Figure 1. Signal wires on met1 (run 1).
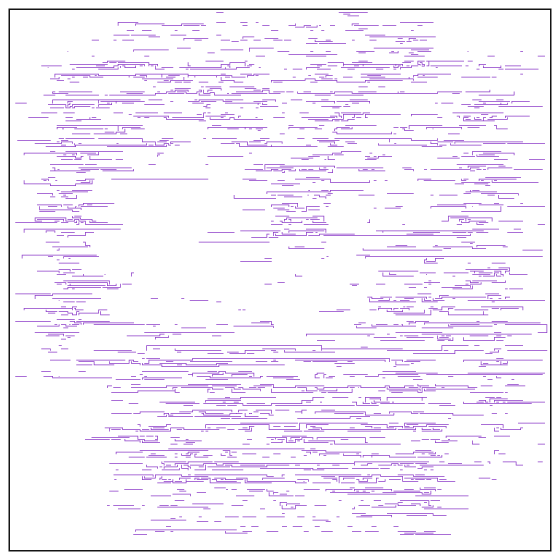
Figure 2. Where the registers sit (run 1).
Other sequential cells in the stronger grey, the rest of the logic in the fainter grey.
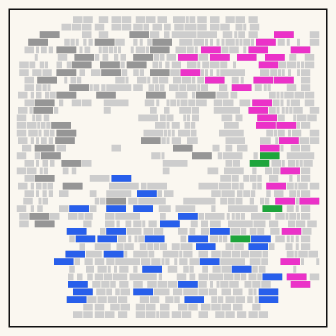
Figure 3. Metal 2 (run 1).
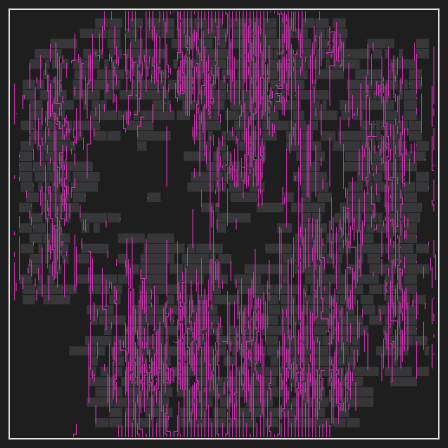
==> config.mk <==
export PLATFORM = sky130hd
export DESIGN_NAME = dbus_bridge
export DESIGN_NICKNAME = d
export VERILOG_FILES = /design/src/rtl/dbus_bridge.sv
export SDC_FILE = /design/constraint.sdc
export NUM_CORES = 1
export LEC_CHECK = 0
export CAP_MARGIN = 40
export CORE_MARGIN = 2
export CORE_UTILIZATION = 38
export CTS_CLUSTER_DIAMETER = 150
export DETAILED_ROUTE_END_ITERATION = 10
export PLACE_DENSITY = 0.86
export SYNTH_ARGS = -nofsm -noshare
export SYNTH_HDL_FRONTEND = slang
export SYNTH_SLANG_ARGS = --single-unit
==> constraint.sdc <==
create_clock -name CLK -period 1.97 [get_ports CLK]
set_input_delay 0.394 -clock CLK [delete_from_list [all_inputs] [get_ports CLK]]
set_output_delay 0.394 -clock CLK [all_outputs]
set_load 0.02 [all_outputs]
==> impl_metrics.csv, run 1 <==
group,metric,value,unit
sta,rsz0062_at_grt,"no",
worst_setup_path,worstPathArrival,2.08,ns
yosys,synth_cell_types,42,
pwr,top_power_group,"registers",
grt,overflow,0,
sta,hold_viol_final,0,
worst_setup_path,crit_type,"input port to register",
detailed_routing,drc_errors,0,
pwr,switching_share,0.240,
pwr,comb_cell_power,751,uW
clock_tree,cts_made_buffers,9,
pwr,max-vdd-ir-drop,0.000449,V
placement,gp_congestion,0.836,
sta,setup_viol,0,
placement,port_buffers,207,
sta,min_period,1.85,ns
pwr,report.power.total,4790,uW
floorplanning,die_area,0.0129,mm^2
yosys,ys_top_cells_by_area,"dfxtp_1, nand2_1, nor2b_1",
yosys,edf_count,0,
layout,nFillCells,951,
yosys,yosys_area,0.00456,mm^2
placement,dpl.hpwl,10100,um
detailed_routing,wl_per_cell,16.6,um
floorplanning,fp-row-count,40,
layout,nets,847,
floorplanning,die_h,114,um
yosys,syn_inst,521,
floorplanning,io_pins,210,
layout,logic_area,0.00236,mm^2
yosys,top_cell_area_share,0.452,
pwr,comb_power_share,0.157,
min_path,hold_path_class,"register to register",
clock_tree,postCtsHoldBufs,0,
sta,drv_slew,0,
layout,drive_above_1_share,0.136,
yosys,ys_cells,521,
clock_tree,clk_path_buf_depth,2,
clock_tree,clkLatencyLatePin,0.34,ns
yosys,yosysTopAreaCell,"dfxtp_1",
detailed_routing,vias_per_cell,5.30,
grt,gr-usage-met3,0.0489,
grt,grt_pass1_wl,22900,um
layout,fin_util,0.641,
pwr,power_density,631,mW/mm^2
pwr,clock_power_share,0.401,
yosys,postSynthSeqShare,0.452,
min_path,holdPathStages,2,
yosys,top_cells_by_count,"nand2_1, dfxtp_1, nor2b_1, nand3_1, o22ai_1",
yosys,synthArstFlopShare,0,
detailed_routing,dr.pass1.iters,5,
yosys,flop_cell,"dfxtp_1",
worst_setup_path,reg2reg_depth,7,
grt,grt_usage,0.219,
clock_tree,worst_setup_hold_path_clk_slew,0.07,ns
worst_setup_path,ff2ff_setup_slack,0.21,ns
detailed_routing,final_antenna_net_count,0,
sta,fin_skew,0.00824,ns
worst_setup_path,critPathRequiredTime,2.20,ns
sta,fmax,540,MHz
run_status,status,"completed",
clock_tree,cts_root_buf,"clkbuf_16",
detailed_routing,drtIter0Drc,277,
layout,final_cell_mix,"clkdlybuf4s50_1, nand2_1, dfxtp_1",
pwr,power_frac_seq,0.443,
sta,relSlewSlack,0.559,
pwr,leakagePower,0.00272,uW
layout,final_layout_top_logic_cell,"clkdlybuf4s50_1",
yosys,yosysWarnings,0,
grt,antenna_found_initial,0,
pwr,power_switching,1150,uW
layout,synthToLayoutAreaGrowth,66.5,%
yosys,avgSynthCellArea,8.76,um^2
yosys,top_cell,"nand2_1",
floorplanning,die_x,114,um
grt,grt_max_degree,53,
floorplanning,core_util_floorplan,0.385,
grt,grt_pass1_vias,4662,
worst_setup_path,critPathLaunchType,"input port",
pwr,p_int,3640,uW
flow_run,cap_violations,0,
clock_tree,numClockSinks,103,
clock_tree,tritoncts,"built",
pwr,clk-power,1920,uW
sta,worst_pin_slew,0.659,ns
yosys,ys_ff,103,
floorplanning,core_area,0.0119,mm^2
grt,gr-max-usage-layer,"met2",
worst_setup_path,worstPathMaxFanout,5,
flow_run,log.warning_count,29,
layout,diodes,0,
yosys,netlist_area,0.00456,mm^2
worst_setup_path,crit_path_end_kind,"register",
sta,finalCritPeriodShare,0.940,
clock_tree,htree_levels,3,
Notes on Figure 1 above:
- longest straight run: 41.4 um
- nets with wire on the layer: 750
- share of all routed wire: 40%
- wire length on this layer: 5890 um
met1 track demand over resource: 0.251
DR vias: 4708
Routed WL: 14700 um

Notes on Figure 2 above:
- blue: BUS_WDATA (placed flops 32)
- green: BUS_BE (placed flops 4; where right middle)
- magenta: BUS_ADDR (placed flops 30)
- not coloured: 37
P_seq: 2120 uW
flop share of the area: 0.271
Reg area: 0.00206 mm^2

Notes on Figure 3 above:
- nets with wire on the layer: 726
- longest straight run: 42.2 um
- wire length on this layer: 7230 um
met2 usage: 0.380

==> run 1: per-stage QoR <==
| step | std cells | area, um^2 | TNS, ns | setup slack [ns] | hold slack (ns) |
|---|---|---|---|---|---|
| 2_1_floorplan | 522 | 4580 | -0.0304 | -0.0152 | 0.523 |
| 3_3_place_gp | 857 | 6870 | -44.70 | -0.460 | 0.439 |
| 3_5_place_dp | 857 | 6870 | -50.06 | -0.582 | 0.451 |
| 4_1_cts | 888 | 7490 | 0 | 0.0102 | 0.462 |
| 5_1_grt | 889 | 7600 | 0 | 0.0581 | 0.479 |
| 6_report | 889 | 7600 | 0 | 0.119 | 0.461 |
==> run 1: logic make-up after synthesis <==
kind of cell | synth area share
AND/OR/NAND/NOR | 0.215
AND-OR/OR-AND | 0.224
buffers and inverters | 0.0620
other | 0.000822
adder cells (fa/ha/maj) | 0.0110
multiplexers | 0.0351
flip-flops | 0.452
==> run 1: repair_timing <==
| action | in CTS | in global routing |
|---|---|---|
| resized | 30 | 25 |
| buffers inserted | 10 | 0 |
| cloned | 5 | 1 |
| endpoints found under the setup margin | 104 | 84 |
| pin swaps | 8 | 6 |
==> run 1: worst max-delay path, cell delays in order <==
cell,delay (ns)
clkbuf_2,0.10
or3b_4,0.40
a211oi_4,0.26
buf_6,0.15
o2111ai_4,0.19
buf_12,0.20
buf_16,0.13
a32oi_2,0.17
nor2b_1,0.07
==> run 1: layout make-up <==
class,count,area share
multi-input combinational,366,0.311
clock inverter,6,0.0123
sequential,103,0.271
timing repair buffer,252,0.349
tap,147,0.0242
inverter,5,0.00247
clock buffer,10,0.0301
==> run 1: metal layers <==
layer | wire length [um] | part of all wire
met3 | 1110 | 0.075
met1 | 5890 | 0.40
met5 | 0 | 0
met2 | 7230 | 0.49
met4 | 497 | 0.034
## Run 2: what changed since run 1
Settings changed: GPL_TIMING_DRIVEN set to 1.
==> run 2 against run 1 <==
Compared with the run above: worst setup slack did not move; non-clock buffer count did not move; area after synthesis is the same; via count stayed put; register-to-register slack hardly changed.
==> impl_metrics.csv, run 2 <==
group,metric,value,unit
run_status,status,"completed",
clock_tree,worst_setup_hold_path_clk_slew,0.07,ns
yosys,ys_cells,521,
yosys,top_cells_by_count,"nand2_1, dfxtp_1, nor2b_1, nand3_1, o22ai_1",
clock_tree,clk_path_buf_depth,2,
worst_setup_path,critPathRequiredTime,2.20,ns
pwr,power_density,631,mW/mm^2
pwr,max-vdd-ir-drop,0.000449,V
min_path,holdPathStages,2,
floorplanning,die_x,114,um
detailed_routing,dr.pass1.iters,5,
clock_tree,htree_levels,3,
yosys,edf_count,0,
grt,overflow,0,
detailed_routing,routed_wl,14700,um
yosys,top_cell,"nand2_1",
yosys,ys_top_cells_by_area,"dfxtp_1, nand2_1, nor2b_1",
yosys,mux_share,0.0351,
clock_tree,tritoncts,"built",
yosys,ys_ff,103,
flow_run,cap_violations,0,
yosys,xor_share,0,
sta,finalCritPeriodShare,0.940,
flow_run,log.warning_count,29,
layout,diodes,0,
layout,regArea,0.00206,mm^2
detailed_routing,drtIter0Drc,277,
sta,fin_skew,0.00824,ns
yosys,avgSynthCellArea,8.76,um^2
worst_setup_path,reg2reg_depth,7,
detailed_routing,vias_per_cell,5.30,
sta,setup_viol,0,
floorplanning,die_h,114,um
layout,final_layout_top_logic_cell,"clkdlybuf4s50_1",
sta,relSlewSlack,0.559,
floorplanning,die_area,0.0129,mm^2
clock_tree,cts_root_buf,"clkbuf_16",
layout,stdcell_area,0.00760,mm^2
detailed_routing,drc_errors,0,
yosys,yosys_area,0.00456,mm^2
layout,drive_above_1_share,0.136,
layout,nets,847,
clock_tree,clkLatencyLatePin,0.34,ns
grt,grt_pass1_wl,22900,um
layout,synthToLayoutAreaGrowth,66.5,%
sta,worst_pin_slew,0.659,ns
yosys,synthArstFlopShare,0,
worst_setup_path,worstPathMaxFanout,5,
worst_setup_path,ff2ff_setup_slack,0.21,ns
detailed_routing,wl_per_cell,16.6,um
yosys,ys_top_logic_family,"AND-OR/OR-AND gates",
sta,min_period,1.85,ns
placement,gp_congestion,0.836,
sta,rsz0062_at_grt,"no",
yosys,yosysWarnings,0,
worst_setup_path,crit_path_end_kind,"register",
clock_tree,cts_made_buffers,9,
sta,layout_setup_ws,0.119,ns
yosys,ys_sh_adder,0.0110,
layout,final_cell_mix,"clkdlybuf4s50_1, nand2_1, dfxtp_1",
yosys,yosysTopAreaCell,"dfxtp_1",
yosys,aoi_share,0.224,
placement,dpl.hpwl,10100,um
grt,grt_usage,0.219,
yosys,netlist_area,0.00456,mm^2
placement,port_buffers,207,
yosys,top_cell_area_share,0.452,
yosys,simple_gate_area_frac,0.215,
sta,hold_viol_final,0,
yosys,syn_inst,521,
floorplanning,io_pins,210,
sta,drv_slew,0,
yosys,postSynthSeqShare,0.452,
grt,grt_pass1_vias,4662,
detailed_routing,final_antenna_net_count,0,
worst_setup_path,worstPathArrival,2.08,ns
sta,fmax,540,MHz
layout,logic_area,0.00236,mm^2
placement,pre_cts_ws,-0.582,ns
worst_setup_path,critPathLaunchType,"input port",
yosys,synth_cell_types,42,
yosys,flop_cell,"dfxtp_1",
worst_setup_path,crit_type,"input port to register",
grt,grt_max_degree,53,
min_path,hold_path_class,"register to register",
grt,antenna_found_initial,0,
pwr,leakagePower,0.00272,uW
placement,detailed_place.area,0.00687,mm^2
clock_tree,numClockSinks,103,
detailed_routing,vias,4708,
run 2: cell counts after synthesis:
Identical to the previous run, type by type.
run 2: where the power goes:
part,internal [uW],total (uW),switching (uW)
combinational,412,751,339
sequential,2110,2120,15.3
clock,1120,1920,798
total,3640,4790,1150
run 2: final cells by class:
class | count | area share
clock buffer | 10 | 0.0301
sequential | 103 | 0.271
tap | 147 | 0.0242
inverter | 5 | 0.00247
multi-input combinational | 366 | 0.311
clock inverter | 6 | 0.0123
timing repair buffer | 252 | 0.349
run 2: metal layers:
metal	up-vias	global-route usage	wire [um]
met5	-	0	0
met4	0	0.115	497
met3	36	0.0489	1110
met2	210	0.380	7230
met1	2200	0.251	5890
li1	2262	-	-
run 2: worst max-delay path: stages:
cell	delay, ns
clkbuf_2	0.10
or3b_4	0.40
a211oi_4	0.26
buf_6	0.15
o2111ai_4	0.19
buf_12	0.20
buf_16	0.13
a32oi_2	0.17
nor2b_1	0.07
run 2: kinds of logic after synthesis:
logic type,Yosys count
other cells,1
compound gates,137
buf+inv,54
fa+ha+maj,4
flops,103
mux,16
simple gates,206
run 2: what timing repair did:
action                                  4_1_cts  5_1_grt
cloned                                        5        1
hold buffers                                  0        0
gates resized                                30       25
pin swaps                                     8        6
buffers inserted                             10        0
endpoints found under the hold margin         0        0
endpoints found under the setup margin      104       84
run 2: per-stage QoR:
stage / total power, uW / setup TNS [ns] / std cells / hold slack [ns]
floorplan: 2490 / -0.0304 / 522 / 0.523
global placement: 2840 / -44.70 / 857 / 0.439
detailed placement: 2850 / -50.06 / 857 / 0.451
CTS: 4800 / 0 / 888 / 0.462
global route: 4970 / 0 / 889 / 0.479
finish: 4790 / 0 / 889 / 0.461
Figure 4. Local utilization (run 2).
11 x 11 tiles, from white (low) to dark blue (high), 0 to 100% covered.
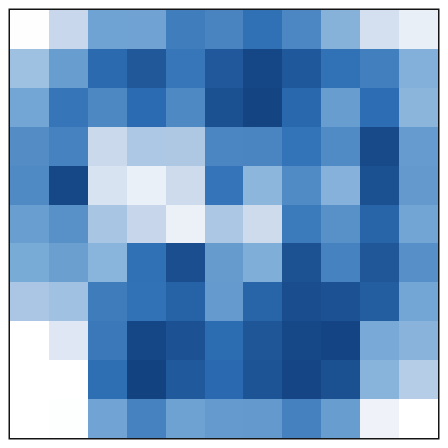
- fullest tile: 93%
- tiles over 75% full: 28%
- mean over tiles: 57%
- nearly empty tiles: 5.8%
- emptiest ninth of the die: bottom left
Starting Density: 0.385
Final Util: 0.641
CORE AREA: 0.0119 mm^2

Figure 5. Where the registers sit (run 2).
Other sequential cells in the stronger grey, the rest of the logic in the fainter grey.
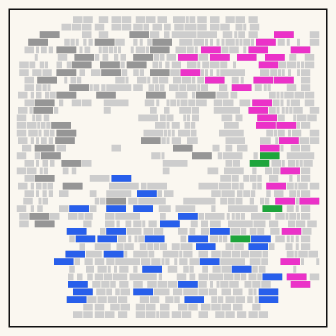
- blue: BUS_WDATA (placed flops 32)
- magenta: BUS_ADDR (placed flops 30)
- green: BUS_BE (placed flops 4; where right middle)
- not coloured: 37

Figure 6. Cell outlines without signal wires (run 2).
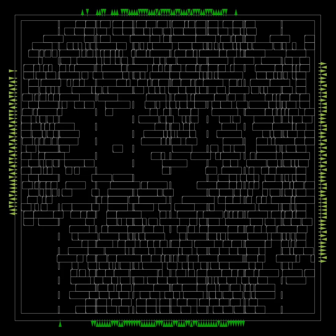
Non-Filler Instances: 889
TAP cells: 147
Rows: 40
flop count: 103
Fill cells: 951

Power and IR drop assume default switching activity.
